Fig. 1: sequential cells coloured by netlist name
The bar under the picture is 200 µm long.
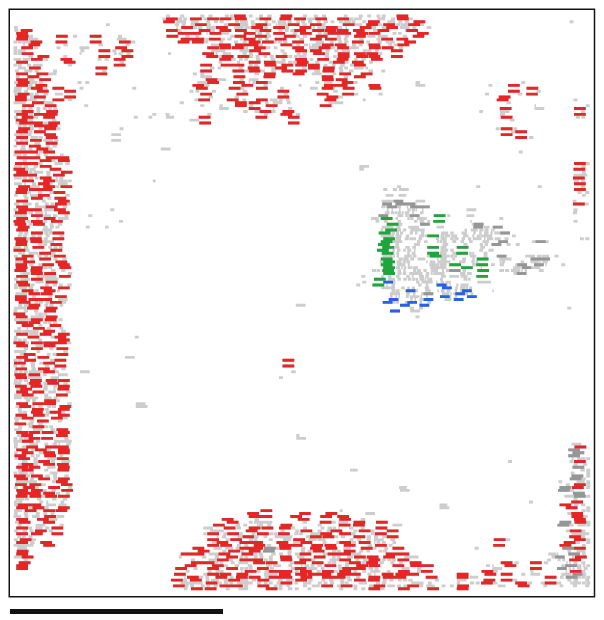
Fig. 2: congestion heat map
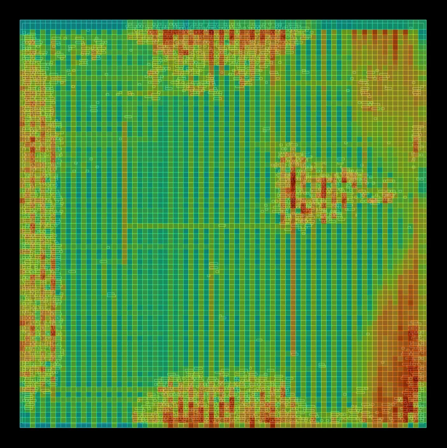
## src/rtl/scene_reader_pipelined.sv

```systemverilog
// Scene reader: buffers instances in a small context FIFO, issues one model-buffer
// read per triangle, and pairs each returned triangle with its instance transform.
module scene_reader_pipelined #(
  parameter int MODEL_ID_W      = 8,
  parameter int TRI_IDX_W       = 16,
  parameter int TRANSFORM_W     = 384,
  parameter int TRIANGLE_W      = 288,
  parameter int CTX_DEPTH       = 2,
  parameter int MAX_OUTSTANDING = 4
) (
  input  logic                   clk,
  input  logic                   rst,
  input  logic                   scene_in_valid,
  output logic                   scene_in_ready,
  input  logic [MODEL_ID_W-1:0]  scene_in_model_id,
  input  logic [TRI_IDX_W-1:0]   scene_in_tri_count,
  input  logic [TRANSFORM_W-1:0] scene_in_transform,
  input  logic                   scene_in_model_last,
  output logic                   model_out_valid,
  input  logic                   model_out_ready,
  output logic [MODEL_ID_W-1:0]  model_out_model_index,
  output logic [TRI_IDX_W-1:0]   model_out_triangle_index,
  input  logic                   model_in_valid,
  output logic                   model_in_ready,
  input  logic [TRIANGLE_W-1:0]  model_in_triangle,
  input  logic                   model_in_last,
  output logic                   tri_out_valid,
  input  logic                   tri_out_ready,
  output logic [TRANSFORM_W-1:0] tri_out_transform,
  output logic [TRIANGLE_W-1:0]  tri_out_triangle,
  output logic                   tri_out_triangle_last,
  output logic                   tri_out_model_last,
  output logic                   busy,
  output logic                   err_last_mismatch,
  output logic                   err_stray
);

  localparam int PTR_W = (CTX_DEPTH > 1) ? $clog2(CTX_DEPTH) : 1;
  localparam int OCC_W = PTR_W + 1;
  localparam int OUT_W = $clog2(MAX_OUTSTANDING + 1);

  typedef enum logic {ISSUE_IDLE, ISSUE_RUN} issue_state_t;

  logic [MODEL_ID_W-1:0]  ctx_id    [CTX_DEPTH];
  logic [TRI_IDX_W-1:0]   ctx_count [CTX_DEPTH];
  logic [TRANSFORM_W-1:0] ctx_tr    [CTX_DEPTH];
  logic                   ctx_ml    [CTX_DEPTH];

  issue_state_t         state, state_nxt;
  logic [PTR_W-1:0]     wr_ptr, rd_ptr, iss_ptr;
  logic [OCC_W-1:0]     occ, pend;
  logic [OUT_W-1:0]     outst;
  logic [TRI_IDX_W-1:0] iss_idx, resp_idx;

  logic ctx_full, scene_fire, wr_en;
  logic iss_last, req_fire, iss_done;
  logic has_out, out_fire, retire, stray;

  // Scene accept: zero-triangle instances are consumed without occupying a slot.
  assign ctx_full       = (occ == OCC_W'(CTX_DEPTH));
  assign scene_in_ready = !rst && !ctx_full;
  assign scene_fire     = scene_in_valid && scene_in_ready;
  assign wr_en          = scene_fire && (scene_in_tri_count != '0);

  // Issue side: the request stays stable while valid && !ready because only req_fire advances it.
  assign model_out_valid          = (state == ISSUE_RUN) && (outst < OUT_W'(MAX_OUTSTANDING));
  assign model_out_model_index    = ctx_id[iss_ptr];
  assign model_out_triangle_index = iss_idx;
  assign iss_last                 = (iss_idx == ctx_count[iss_ptr] - TRI_IDX_W'(1));
  assign req_fire                 = model_out_valid && model_out_ready;
  assign iss_done                 = req_fire && iss_last;

  // Response side: combinational pass-through; responses with no credit are swallowed.
  assign has_out               = (outst != '0);
  assign tri_out_valid         = model_in_valid && has_out;
  assign model_in_ready        = tri_out_ready || !has_out;
  assign tri_out_transform     = ctx_tr[rd_ptr];
  assign tri_out_model_last    = ctx_ml[rd_ptr];
  assign tri_out_triangle      = model_in_triangle;
  assign tri_out_triangle_last = (resp_idx == ctx_count[rd_ptr] - TRI_IDX_W'(1));
  assign out_fire              = tri_out_valid && tri_out_ready;
  assign retire                = out_fire && tri_out_triangle_last;
  assign stray                 = model_in_valid && !has_out;

  assign busy = (occ != '0) || has_out;

  // A write in the same cycle keeps the issuer running so the new context needs no idle bubble.
  always_comb begin
    state_nxt = state;
    case (state)
      ISSUE_IDLE: if ((pend != '0) || wr_en) state_nxt = ISSUE_RUN;
      ISSUE_RUN:  if (iss_done && !((pend > OCC_W'(1)) || wr_en)) state_nxt = ISSUE_IDLE;
      default:    state_nxt = ISSUE_IDLE;
    endcase
  end

  always_ff @(posedge clk or posedge rst) begin
    if (rst) begin
      state             <= ISSUE_IDLE;
      wr_ptr            <= '0;
      rd_ptr            <= '0;
      iss_ptr           <= '0;
      occ               <= '0;
      pend              <= '0;
      outst             <= '0;
      iss_idx           <= '0;
      resp_idx          <= '0;
      err_last_mismatch <= 1'b0;
      err_stray         <= 1'b0;
    end else begin
      state <= state_nxt;
      if (wr_en) wr_ptr <= wr_ptr + PTR_W'(1);
      case ({wr_en, retire})
        2'b10:   occ <= occ + OCC_W'(1);
        2'b01:   occ <= occ - OCC_W'(1);
        default: occ <= occ;
      endcase
      case ({wr_en, iss_done})
        2'b10:   pend <= pend + OCC_W'(1);
        2'b01:   pend <= pend - OCC_W'(1);
        default: pend <= pend;
      endcase
      if (req_fire) iss_idx <= iss_last ? '0 : iss_idx + TRI_IDX_W'(1);
      if (iss_done) iss_ptr <= iss_ptr + PTR_W'(1);
      case ({req_fire, out_fire})
        2'b10:   outst <= outst + OUT_W'(1);
        2'b01:   outst <= outst - OUT_W'(1);
        default: outst <= outst;
      endcase
      if (out_fire) resp_idx <= tri_out_triangle_last ? '0 : resp_idx + TRI_IDX_W'(1);
      if (retire) rd_ptr <= rd_ptr + PTR_W'(1);
      if (out_fire && (model_in_last != tri_out_triangle_last)) err_last_mismatch <= 1'b1;
      if (stray) err_stray <= 1'b1;
    end
  end

  // Context storage carries data only and is never reset.
  always_ff @(posedge clk) begin
    if (wr_en) begin
      ctx_id[wr_ptr]    <= scene_in_model_id;
      ctx_count[wr_ptr] <= scene_in_tri_count;
      ctx_tr[wr_ptr]    <= scene_in_transform;
      ctx_ml[wr_ptr]    <= scene_in_model_last;
    end
  end

endmodule

```

## config.mk

```make
export PLATFORM = sky130hd
export DESIGN_NAME = scene_reader_pipelined
export DESIGN_NICKNAME = d
export VERILOG_FILES = /design/src/rtl/scene_reader_pipelined.sv
export SDC_FILE = /design/constraint.sdc
export NUM_CORES = 1
export LEC_CHECK = 0
export CAP_MARGIN = 20
export CORE_AREA = 3 3 546 548
export CTS_CLUSTER_SIZE = 20
export DETAILED_ROUTE_END_ITERATION = 12
export DIE_AREA = 0 0 549 551
export SYNTH_ARGS = -nofsm -noshare
export SYNTH_HDL_FRONTEND = slang
export SYNTH_SLANG_ARGS = --single-unit
export TNS_END_PERCENT = 10
```

## constraint.sdc

```tcl
create_clock -name clk -period 50.6 [get_ports clk]
set_input_delay 15.18 -clock clk [delete_from_list [all_inputs] [get_ports clk]]
set_output_delay 15.18 -clock clk [all_outputs]
set_load 0.01 [all_outputs]
```

==> changes_impl.md <==
### Physical design

* Antenna Nets Post-Route at 0
* Yosys top cell area share at 0.694
* Final cell count without fillers at 6628
* Worst Clk Skew at 0.0598 ns
* Register area at 25700 µm²
* Worst-Skew Late Latency at 0.82 ns
* Final worst-path cycle share at 0.626
* Setup TNS Final at 0 ns
* Crit end category: output port
* Hold path startpoint: pend[1]
* Max Freq at 0.0316 GHz
* Post-cts sizing count at 0
* Grt ovf at 0
* Startpoint Class: input pin
* Vias in the first global route at 20640
* Pin count of the biggest net entering global routing at 158
* Mux area share at 0.135
* Synth top area cells: edfxtp_1, mux2_2, buf_4, dfrtp_1, xnor2_1
* Wire length of the first global-routing pass at 202000 µm
* Area reported by Yosys stat at 35400 µm²
* Final worst slack at 18.91 ns
* Warnings from Yosys at 0
* Most common cell in the netlist: edfxtp_1
* Initial antenna violation count at 35
* Setup-failing EPs final at 0
* Cells after DPL at 6434
* Asr flop ratio synth at 0.0521
* Die Height at 551 µm
* Synth Register Bits at 863
* Dominant combinational family: multiplexers
* # rows at 199
* Min Tclk post-route at 31.69 ns
* Initial core utilization at 0.121
* CTS buffer count at 105
* Global Route Usage Sum at 0.100
* Total tool warning count at 36
* CP Data Arrival Time at 16.51 ns
* Yosys cell count at 2013
* CP endpoint: tri_out_valid
* Yosys aoi share at 0.0140
* Commonest Layout Cell: clkdlybuf4s50_1
* Mapped Nets at 2727
* DRC at 0
* Top Layout Cells: clkdlybuf4s50_1, edfxtp_1, mux2_2
* R2R Setup Slk at 45.79 ns
* Critical Path Start: model_in_valid
* CTS tree: yes
* Seq/Total Area, Yosys at 0.726
* CP Class: in2out
* Final Util at 0.170
* GP Congestion at 0.905
* EDFF count, synth at 818
* Distinct lib cells at 67
* Reg2Reg Depth at 10
* Worst slew margin at 0.214
* Simple-Gate Area Share at 0.0305
* LEAKAGE at 15.8 nW
* Reg2reg start: rd_ptr
* Clk root buf: clkbuf_16
* TritonCTS Sinks at 863
* VDD IR max at 0.0402 mV
* Post-Syn Instances at 2013
* Dpl ws at 18.88 ns
* Max cap viols at 0
* Crit path max fanout at 2
* Syn_area_per_cell at 17.6 µm²
* Fin. max-slew vios at 0
* Status: complete, no violations
* Final nets at 3339
* CP Data Required Time at 35.42 ns
* Pwr dens at 38.6 nW/µm²
* RSZ-0062 raised after global routing: false
* Post-CTS Setup Bufs at 0
* Chip Width at 549 µm
* Filler cells at 31792
* Top cells by count: edfxtp_1, mux2_2, buf_4
* Vias at 19485
* Logic area at 7220 µm²
* Worst-Margin Slew at 1.18 ns
* Synthesized cell area at 35400 µm²
* Share of layout cells above drive strength 1 at 0.219
* Top Ports at 1409
* Routed WL at 159000 µm
* Final HPWL DP at 130000 µm
* Hold Vio Cnt, Final at 0
* H-tree depth at 3
* IO Port Bufs at 832
* 1st-iter DRT viols at 1064
* Hold Path Class: reg2reg
* Area leader, netlist: edfxtp_1
* Hold Path Depth at 2
* Hold_buf cts at 0
* Post-DR vias/cell at 2.94
* Hold Worst Slack at 0.482 ns
* Reg clk slew, reported paths at 0.05 ns
* Area Overhead vs Synth at 40.6%
* Area of the core at 294000 µm²
* TritonRoute pass-1 iters at 7
* Xor/xnor share of the synthesized area at 0.0200
* Clock Tree Buf Depth at 4
* WHS Endpoint: pend[1]
* FF-to-FF End: occ[1]
* Commonest flop: edfxtp_1
* Post-Synth Adder-Cell Area at 0.00375
* Chip area at 302000 µm²
Notes on Fig. 1 above:
- green: ctx_count (placed flops 32)
- red: ctx_tr (placed flops 768; where widely spread)
- blue: resp_idx (placed flops 16)

Notes on Fig. 2 above:
M1 GR Usage: 0.0762
Wirelength per Cell: 24.0 µm

routing by layer:
layer / track usage / part of all wire
met4: 0.0505 / 0.054
met3: 0.0649 / 0.15
met2: 0.189 / 0.54
met1: 0.0762 / 0.26
met5: 0 / 0.00058
layout make-up:
class                      count  area share
clock inverter                61      0.0102
sequential                   863       0.516
inverter                      20     0.00151
clock buffer                 125      0.0553
tap                         3919      0.0985
multi-input combinational    780       0.145
antenna                        5    0.000251
timing repair buffer         855       0.173
metrics by stage:
stage / power, mW / cell area [µm²]
6_report: 1.92 / 49800
5_1_grt: 2.01 / 49800
2_1_floorplan: 1.13 / 35400
4_1_cts: 1.96 / 49700
3_5_place_dp: 1.22 / 46400
3_3_place_gp: 1.22 / 46400
critical path, cell delays in order:
cell and delay [ns]:
clkdlybuf4s50_1 0.48, and2_1 0.18, clkdlybuf4s50_1 0.66
state kept, by name (all words and copies together) (netlist names), 2 cells and up:
| register | flops |
|---|---|
| resp_idx | 16 |
| pend | 2 |
| occ | 2 |
| ctx_count | 32 |
| ctx_ml | 2 |
| ctx_tr | 768 |
| outst | 3 |
| model_out_triangle_index | 16 |
| ctx_id | 16 |
power breakdown:
group	internal (mW)	switching, mW	leakage [nW]
logic	0.134	0.156	6.17
clock network	0.414	0.304	1.59
registers	0.885	0.0288	8.04
cell families after synthesis:
| family | after synthesis |
|---|---|
| buffers and inverters | 370 |
| XOR/XNOR | 81 |
| multiplexers | 429 |
| AND/OR/NAND/NOR | 192 |
| flip-flops | 863 |
| AND-OR/OR-AND | 68 |
| adder cells (fa/ha/maj) | 10 |
No activity file was given, so power comes from the tool's default toggle rates.
